### Signal metal coverage by tile, run 1

(4 px per um) The die is cut into 19 by 19 equal tiles; dark blue is low, red is high, scaled to the fullest tile. Values are wire area over tile area, all layers added.
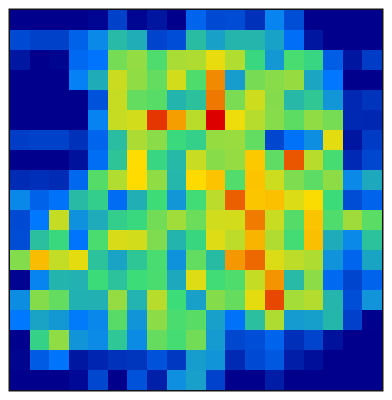
### Sequential cells grouped by signal name, run 1

(6 px per um)
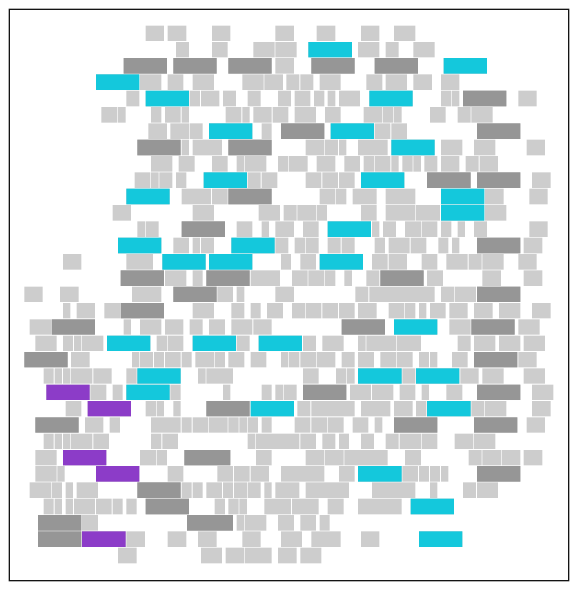
### Wiring by layer, run 1

(4 px per um) Two of the layers only.
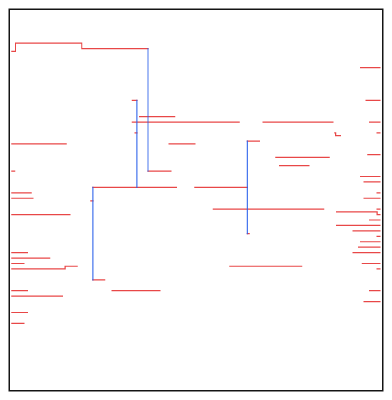
`src/rtl/extensor_pkg.sv`:
```
// extensor_pkg: extension mode encodings shared by the immediate extender.
package extensor_pkg;
    typedef logic [1:0] mode_t;
    localparam mode_t MODE_SIGN   = 2'b00;
    localparam mode_t MODE_ZERO   = 2'b01;
    localparam mode_t MODE_BRANCH = 2'b10;
    localparam mode_t MODE_UPPER  = 2'b11;
endpackage

```
`src/rtl/extensor_core.sv`:
```
// extensor_core: combinational immediate extension (sign/zero/branch/upper).
// EXTENSOR_OVF_EN adds ovf, flagging branch offsets that lose significant bits.
module extensor_core
    import extensor_pkg::*;
#(
    parameter int IN_W  = 16,
    parameter int OUT_W = 32,
    parameter int SHIFT = 2
) (
    input  logic [IN_W-1:0]  imm,
    input  mode_t            mode,
    output logic [OUT_W-1:0] data
`ifdef EXTENSOR_OVF_EN
    ,output logic            ovf
`endif
);
    logic signed [IN_W-1:0] simm;
    logic [OUT_W-1:0] sign, zero;
    assign simm = imm;
    assign sign = OUT_W'(simm);
    assign zero = OUT_W'(imm);
    always_comb begin
        data = mode == MODE_SIGN   ? sign :
               mode == MODE_ZERO   ? zero :
               mode == MODE_BRANCH ? sign << SHIFT :
                                     zero << (OUT_W - IN_W);
    end
`ifdef EXTENSOR_OVF_EN
    // shifted-out bits plus the new sign bit must all match to keep the value
    logic [SHIFT:0] top;
    assign top = sign[OUT_W-1 -: SHIFT+1];
    assign ovf = mode == MODE_BRANCH && top != '0 && top != '1;
`endif
endmodule

```
`src/rtl/extensor_sinal_pipe.sv`:
```
// extensor_sinal_pipe: pipelined immediate extender with valid/ready and a one-entry skid.
// EXTENSOR_OVF_EN adds the out_ovf port, carried with its entry.
module extensor_sinal_pipe
    import extensor_pkg::*;
#(
    parameter int IN_W  = 16,
    parameter int OUT_W = 32,
    parameter int SHIFT = 2,
    parameter int TAG_W = 5
) (
    input  logic             clock,
    input  logic             reset,
    input  logic             in_valid,
    output logic             in_ready,
    input  logic [IN_W-1:0]  in_imm,
    input  logic [1:0]       in_mode,
    input  logic [TAG_W-1:0] in_tag,
    output logic             out_valid,
    input  logic             out_ready,
    output logic [OUT_W-1:0] out_data,
    output logic [TAG_W-1:0] out_tag
`ifdef EXTENSOR_OVF_EN
    ,output logic            out_ovf
`endif
);
    logic [OUT_W-1:0] ext_data, skid_data;
    logic [TAG_W-1:0] skid_tag;
    logic skid_valid, accept, out_load;
    logic ext_ovf, skid_ovf, ovf_q;

    extensor_core #(.IN_W(IN_W), .OUT_W(OUT_W), .SHIFT(SHIFT)) u_core (
        .imm  (in_imm),
        .mode (mode_t'(in_mode)),
        .data (ext_data)
`ifdef EXTENSOR_OVF_EN
        ,.ovf (ext_ovf)
`endif
    );

`ifdef EXTENSOR_OVF_EN
    assign out_ovf = ovf_q;
`else
    assign ext_ovf = 1'b0;
`endif

    assign in_ready = !skid_valid;
    assign accept   = in_valid && in_ready;
    assign out_load = !out_valid || out_ready;

    always_ff @(posedge clock) begin
        if (reset) begin
            out_valid  <= 1'b0;
            out_data   <= '0;
            out_tag    <= '0;
            ovf_q      <= 1'b0;
            skid_valid <= 1'b0;
            skid_data  <= '0;
            skid_tag   <= '0;
            skid_ovf   <= 1'b0;
        end else begin
            if (out_load) begin
                if (skid_valid) begin
                    out_data   <= skid_data;
                    out_tag    <= skid_tag;
                    ovf_q      <= skid_ovf;
                    skid_valid <= 1'b0;
                end else if (accept) begin
                    out_data  <= ext_data;
                    out_tag   <= in_tag;
                    ovf_q     <= ext_ovf;
                    out_valid <= 1'b1;
                end else begin
                    out_valid <= 1'b0;
                end
            end
            // accept implies an empty skid, so only a held output diverts the input here
            if (accept && !out_load) begin
                skid_data  <= ext_data;
                skid_tag   <= in_tag;
                skid_ovf   <= ext_ovf;
                skid_valid <= 1'b1;
            end
        end
    end

`ifndef EXTENSOR_OVF_EN
    logic unused;
    assign unused = ^{ovf_q, skid_ovf};
`endif
endmodule

```
`config.mk`:
```
export PLATFORM = sky130hd
export DESIGN_NAME = extensor_sinal_pipe
export DESIGN_NICKNAME = d
export VERILOG_FILES = /design/src/rtl/extensor_pkg.sv /design/src/rtl/extensor_core.sv /design/src/rtl/extensor_sinal_pipe.sv
export SDC_FILE = /design/constraint.sdc
export NUM_CORES = 1
export LEC_CHECK = 0
export CAP_MARGIN = 15
export CORE_AREA = 2 2 91 93
export CTS_CLUSTER_DIAMETER = 200
export DETAILED_ROUTE_END_ITERATION = 7
export DIE_AREA = 0 0 93 95
export GPL_ROUTABILITY_DRIVEN = 0
export HOLD_SLACK_MARGIN = 0.1
export PLACE_DENSITY = 0.7
export SYNTH_ARGS = -nofsm -noshare
export SYNTH_HDL_FRONTEND = slang
export SYNTH_SLANG_ARGS = --single-unit
export TNS_END_PERCENT = 10
```
`constraint.sdc`:
```
create_clock -name clock -period 1.6 [get_ports clock]
set_input_delay 0.4 -clock clock [delete_from_list [all_inputs] [get_ports clock]]
set_output_delay 0.4 -clock clock [all_outputs]
set_load 0.01 [all_outputs]
```
==> run summary, run 1 <==
run results: Largest cells by area=sky130_fd_sc_hd__dfxtp_1 (44%), sky130_fd_sc_hd__a32o_1 (8.4%), sky130_fd_sc_hd__a211oi_1 (8.0%), final hold violation count=0, setup slack on the worst flop-to-flop path=0.27 ns, Critical path buffers and inverters=1, setup clock skew after layout=a little under 0.007 ns, worst r2r path cells=3, cell type taking the most area=combinational gates, peak clock frequency supported by timing=588 MHz, final sum of negative setup slack=-0.0998 ns, number of levels the H-tree was split into=3, slowest CP cell=sky130_fd_sc_hd__clkdlybuf4s50_1, Non-clk bufs=about 120, CTS tree=built, worst min path class=primary input to register, number of buffers added on ports=65, Final Setup Violations=1, capturing point of the worst reg2reg path=out_data[31]$_SDFFE_PP0P_, maximum clock insertion buffer count=2, cell at the root of the clock tree=sky130_fd_sc_hd__clkbuf_8, nature of the critical path startpoint=register, Psw=roughly 0.0011 W, number of distinct standard cells referenced by the synthesized netlist=29, number of standard cells reported by yosys=approximately 380, Main logic family=AND-OR/OR-AND gates, timing endpoint of the critical path=out_valid, Logic area=about 1700 sq um, crit path setup slack, layout=-0.0998 ns, worst path arrival time=1.30 ns, final cell count without fillers=575, reported clock group power=0.00140 W, minimum period implied by the final worst setup slack=roughly 1.7 ns, yosys synthesis chip area=3460 sq um, area fraction in and, or, nand and nor cells=17.8%, PwrDens=897 nW/um^2, Worst path depth=1, worst r2r src=skid_valid$_SDFFE_PP0P_, maximum capacitance violations=0, cell resize tally after clock tree synthesis=41, element type at the critical path end=output pin, proportion of layout cells with a drive suffix above 1=between 10% and 20%, maximum net fanout on the critical path=7, hold slack final=around 0.40 ns, slew margin rel.=56.1%, setup repair after global routing missed its margin=yes, Tool Warnings=28, share of synthesized cell area in and-or and or-and compound cells=~30%, area added between synthesis and finish=35.1%, drt initial violations=between 100 and 150, power of the combinational group=0.000743 W, Max Used Layer=met4, violations in the final reports=negative setup slack, logic share of the area=between 30% and 40%, outcome=finished with violations, largest registers ranked by flip-flop count=out_data: 32 flops, skid_data: 32 flops, clock-pin slew on the worst setup and hold paths=~0.070 ns, Reg power frac=between 40% and 50%, number of tap instances=roughly 110, Max-area cell share=44.0%, Endpoint, Worst Hold=out_valid$_SDFFE_PP0P_, final total power=around 0.0042 W, cell internal power dissipation=approximately 0.0031 W, horizontal extent of the die=93 um, final design area excluding fillers=roughly 4700 sq um, Routed met1 length=roughly 4500 um
-- 'Signal metal coverage by tile' (at the start) --
tiles over half the peak: 36%
emptiest ninth of the die: top left
densest ninth of the die: middle
fullest tile: 0.44
mean over tiles: 0.16
nearly empty tiles: 15%
aggregate global-route resource usage: 22.0%
total via count after detailed routing: 3199
Total Routed Length: 9250 um
average wire per cell in the routed design: 16.1 um

-- 'Sequential cells grouped by signal name' (at the start) --
[out_tag] purple | flops: 5 | where: bottom left
[skid_data] cyan | flops: 32
share of cell area taken by flip-flops and latches: 32.6%
sequential cell area: 1520 sq um
Post-Route Utilization: 58.9%
power in sequential cells: 0.00204 W

-- 'Wiring by layer' (at the start) --
[metal 3] red | wire length: 409 um
[metal 4] blue | wire length: 98.6 um

==> run 2, diff against run 1 <==
Settings changed: CORE_AREA 2 2 91 93 to 2 2 92 94, DIE_AREA 0 0 93 95 to 0 0 94 96, SYNTH_HIERARCHICAL set to 1.
Clock period 1.6 ns to 2 ns, I/O delays scaled along.
==> run 2 against run 1 <==
Effect of this change: the run now ends clean; first-iteration DRC count grew 14%; sequential share of layout area rose by 0.43 points; utilization fell by 1.7 points; power decreased by 15%; via count decreased by 5.3%; critical path depth stayed put; hold slack gained 0.058 ns; clock skew decreased by 0.00071 ns; synthesized cell count increased by 1.9%; combinational power decreased by 12%; clock-buffer cell count down 2; non-clock buffer count fell by 28; critical path type unchanged; largest cell class unchanged; largest power group unchanged.
==> run summary, run 2 <==
run results: worst r2r src=skid_valid$_SDFFE_PP0P_, Antenna Nets Post-Route=0, amount of wire on met2 after detailed routing=roughly 4200 um, required arrival time at the worst endpoint=roughly 1.5 ns, total iterations of the first detailed-routing run=4, final design area excluding fillers=between 4000 and 5000 sq um, slew margin rel.=66.0%, leading power group=registers, number of nets in the final layout=roughly 480, element type at the critical path end=output pin, Routed met1 length=a little over 4000 um, post-CTS setup repair buffer count=0, setup repair after global routing missed its margin=no, Mapped Nets=~400, via/cell ratio=roughly 5.4, most common flop cell mapped by yosys=sky130_fd_sc_hd__dfxtp_1, Max-area cell share=42.7%, reported clock group power=roughly 0.0013 W, Tool Warnings=26, Endpoint, Worst Hold=skid_data[14]$_SDFFE_PP0P_, drt initial violations=about 130, peak clock frequency supported by timing=about 560 MHz, largest net degree at the start of global routing=33, clock-pin slew on the worst setup and hold paths=0.07 ns, Static Leak=~1.6 nW, Worst path depth=1, crit path setup slack, layout=between 0.15 and 0.2 ns, xor/xnor share=0%, die footprint=between 9000 and 10000 sq um, final hold violation count=0, number of placement rows=33, cell resize tally after clock tree synthesis=0, largest registers ranked by flip-flop count=out_data: 32 flops, skid_data: 32 flops, DR DRC count=0, nature of the critical path startpoint=register, number of buffers added to fix hold violations after cts=0, per-instance average area after synthesis=about 9.3 sq um, Psw=between 0.0009 and 0.001 W, number of standard cells reported by yosys=383, number of distinct standard cells referenced by the synthesized netlist=28, Max Used Layer=met4, Logic area=about 1800 sq um, clock network power share=35.9%, hold path depth=2, Synth area leader=sky130_fd_sc_hd__dfxtp_1, cell at the root of the clock tree=sky130_fd_sc_hd__clkbuf_8, standard cell core area=just over 8000 sq um, Critical path buffers and inverters=1, final total power=between 0.003 and 0.004 W, origin of the worst setup path=out_valid$_SDFFE_PP0P_, final cell count without fillers=558, outcome=finished, final reports clean, number of tap instances=105, n_diodes=0, cell internal power dissipation=0.00265 W, M2 GR Usage=33.8%, dominant logic cell types in the final layout=sky130_fd_sc_hd__a21oi_1 (75), sky130_fd_sc_hd__nand2_1 (75), sky130_fd_sc_hd__dfxtp_1 (75), sky130_fd_sc_hd__clkdlybuf4s50_1 (64), sky130_fd_sc_hd__mux2i_1 (37), share of async-settable or async-resettable flops after synthesis=0%, estimated wirelength of the detail-placed design=roughly 6000 um, number of levels the H-tree was split into=3, number of instances in the synthesized netlist=about 380, met1 usage in global routing=roughly 28%, Non-clk bufs=slightly above 90, multi-input gate count=between 200 and 300, minimum period implied by the final worst setup slack=about 1.8 ns, clock network share of area=under 10%, num sequential=around 76, CTS tree=built, beginning of the worst hold path=skid_data[14]$_SDFFE_PP0P_, Final Setup Violations=0, share of total power consumed by net switching=about a quarter, Reg power frac=45.8%, worst r2r path cells=5, number of antenna violations at the first check in global routing=0, number of buffers added on ports=65, critical path cell sequence=clkdlybuf4s50_1, Largest cells by area=sky130_fd_sc_hd__dfxtp_1 (43%), sky130_fd_sc_hd__a211oi_2 (11%), sky130_fd_sc_hd__a21oi_1 (11%), hold slack final=around 0.45 ns, maximum clock insertion buffer count=2, area fraction in and, or, nand and nor cells=a little over a tenth, placement-stage worst setup slack=-0.0861 ns, logic share of the area=between 30% and 40%, worst min path class=register to register, yosys synthesis chip area=3560 sq um, delay of the slowest critical-path stage=between 0.5 and 0.6 ns, capturing point of the worst reg2reg path=skid_data[13]$_SDFFE_PP0P_, total number of clock tree sinks=roughly 76, Post-Route Utilization=57.2%, Flops after synth=about 76, setup clock skew after layout=slightly above 0.006 ns, type of the worst setup path=register to output pin, share of the clock period used by the worst path=90.0%, cell type taking the most area=combinational gates, inverter count=3, worst path arrival time=around 1.3 ns, final sum of negative setup slack=0 ns, placed cell area=4390 sq um, slew at the pin closest to its max-slew limit=slightly above 0.5 ns, Main logic family=AND-OR/OR-AND gates, proportion of layout cells with a drive suffix above 1=17.9%, Adder-Cell Fraction of Synth Area=0%, vias in the first global route=approximately 2900, area added between synthesis and finish=29.3%, initial cell density of the core=between 40 and 50%, grt met3 use=3.99%, proportion of synthesized area in mux cells=11.2%, setup slack on the worst flop-to-flop path=approximately 0.57 ns, most repeated cell in the gate-level netlist after synthesis=sky130_fd_sc_hd__dfxtp_1, PwrDens=a little under 800 nW/um^2, power of the combinational group=0.000652 W, # fillers=718, horizontal extent of the die=94 um, fin. max-slew vios=0, number of clock buffers inserted by TritonCTS=9, timing endpoint of the critical path=out_valid, crit-path leading delay family=buffers and inverters, Met3 Wirelength=between 300 and 400 um, warning count from the yosys run=6, wire length of the first global-routing pass=between 10000 and 15000 um, share of synthesized cell area in and-or and or-and compound cells=~29%, slowest CP cell=sky130_fd_sc_hd__clkdlybuf4s50_1, maximum capacitance violations=0, maximum net fanout on the critical path=5
### Wires at chosen ports, followed through buffers, run 2

(4 px per um)
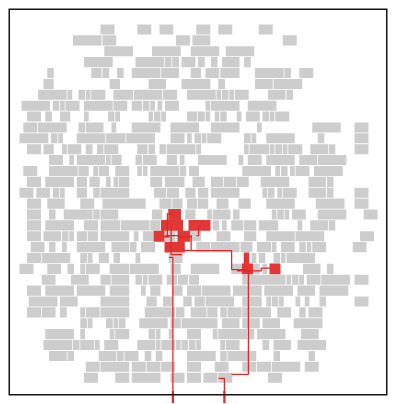
[in_mode] red | bits: 2 | direction: input | edge: bottom | end cells: 9 | buffers: 5 | wire: 137 um

### Wiring by layer, run 2

(4 px per um) Two of the layers only.
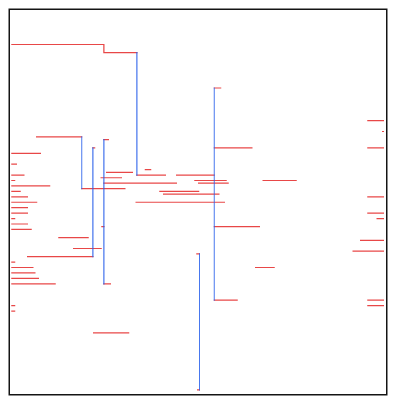
Total Routed Length: 8890 um
average wire per cell in the routed design: 15.9 um
total via count after detailed routing: 3031
aggregate global-route resource usage: 21.2%

### Sequential cells grouped by signal name, run 2

(6 px per um)
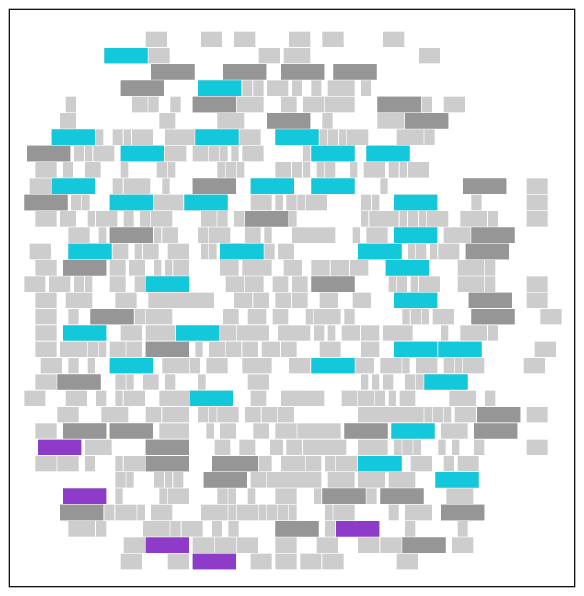
power in sequential cells: 0.00164 W
sequential cell area: 1520 sq um
share of cell area taken by flip-flops and latches: 33.0%

Power is estimated from default activity; no workload was simulated.
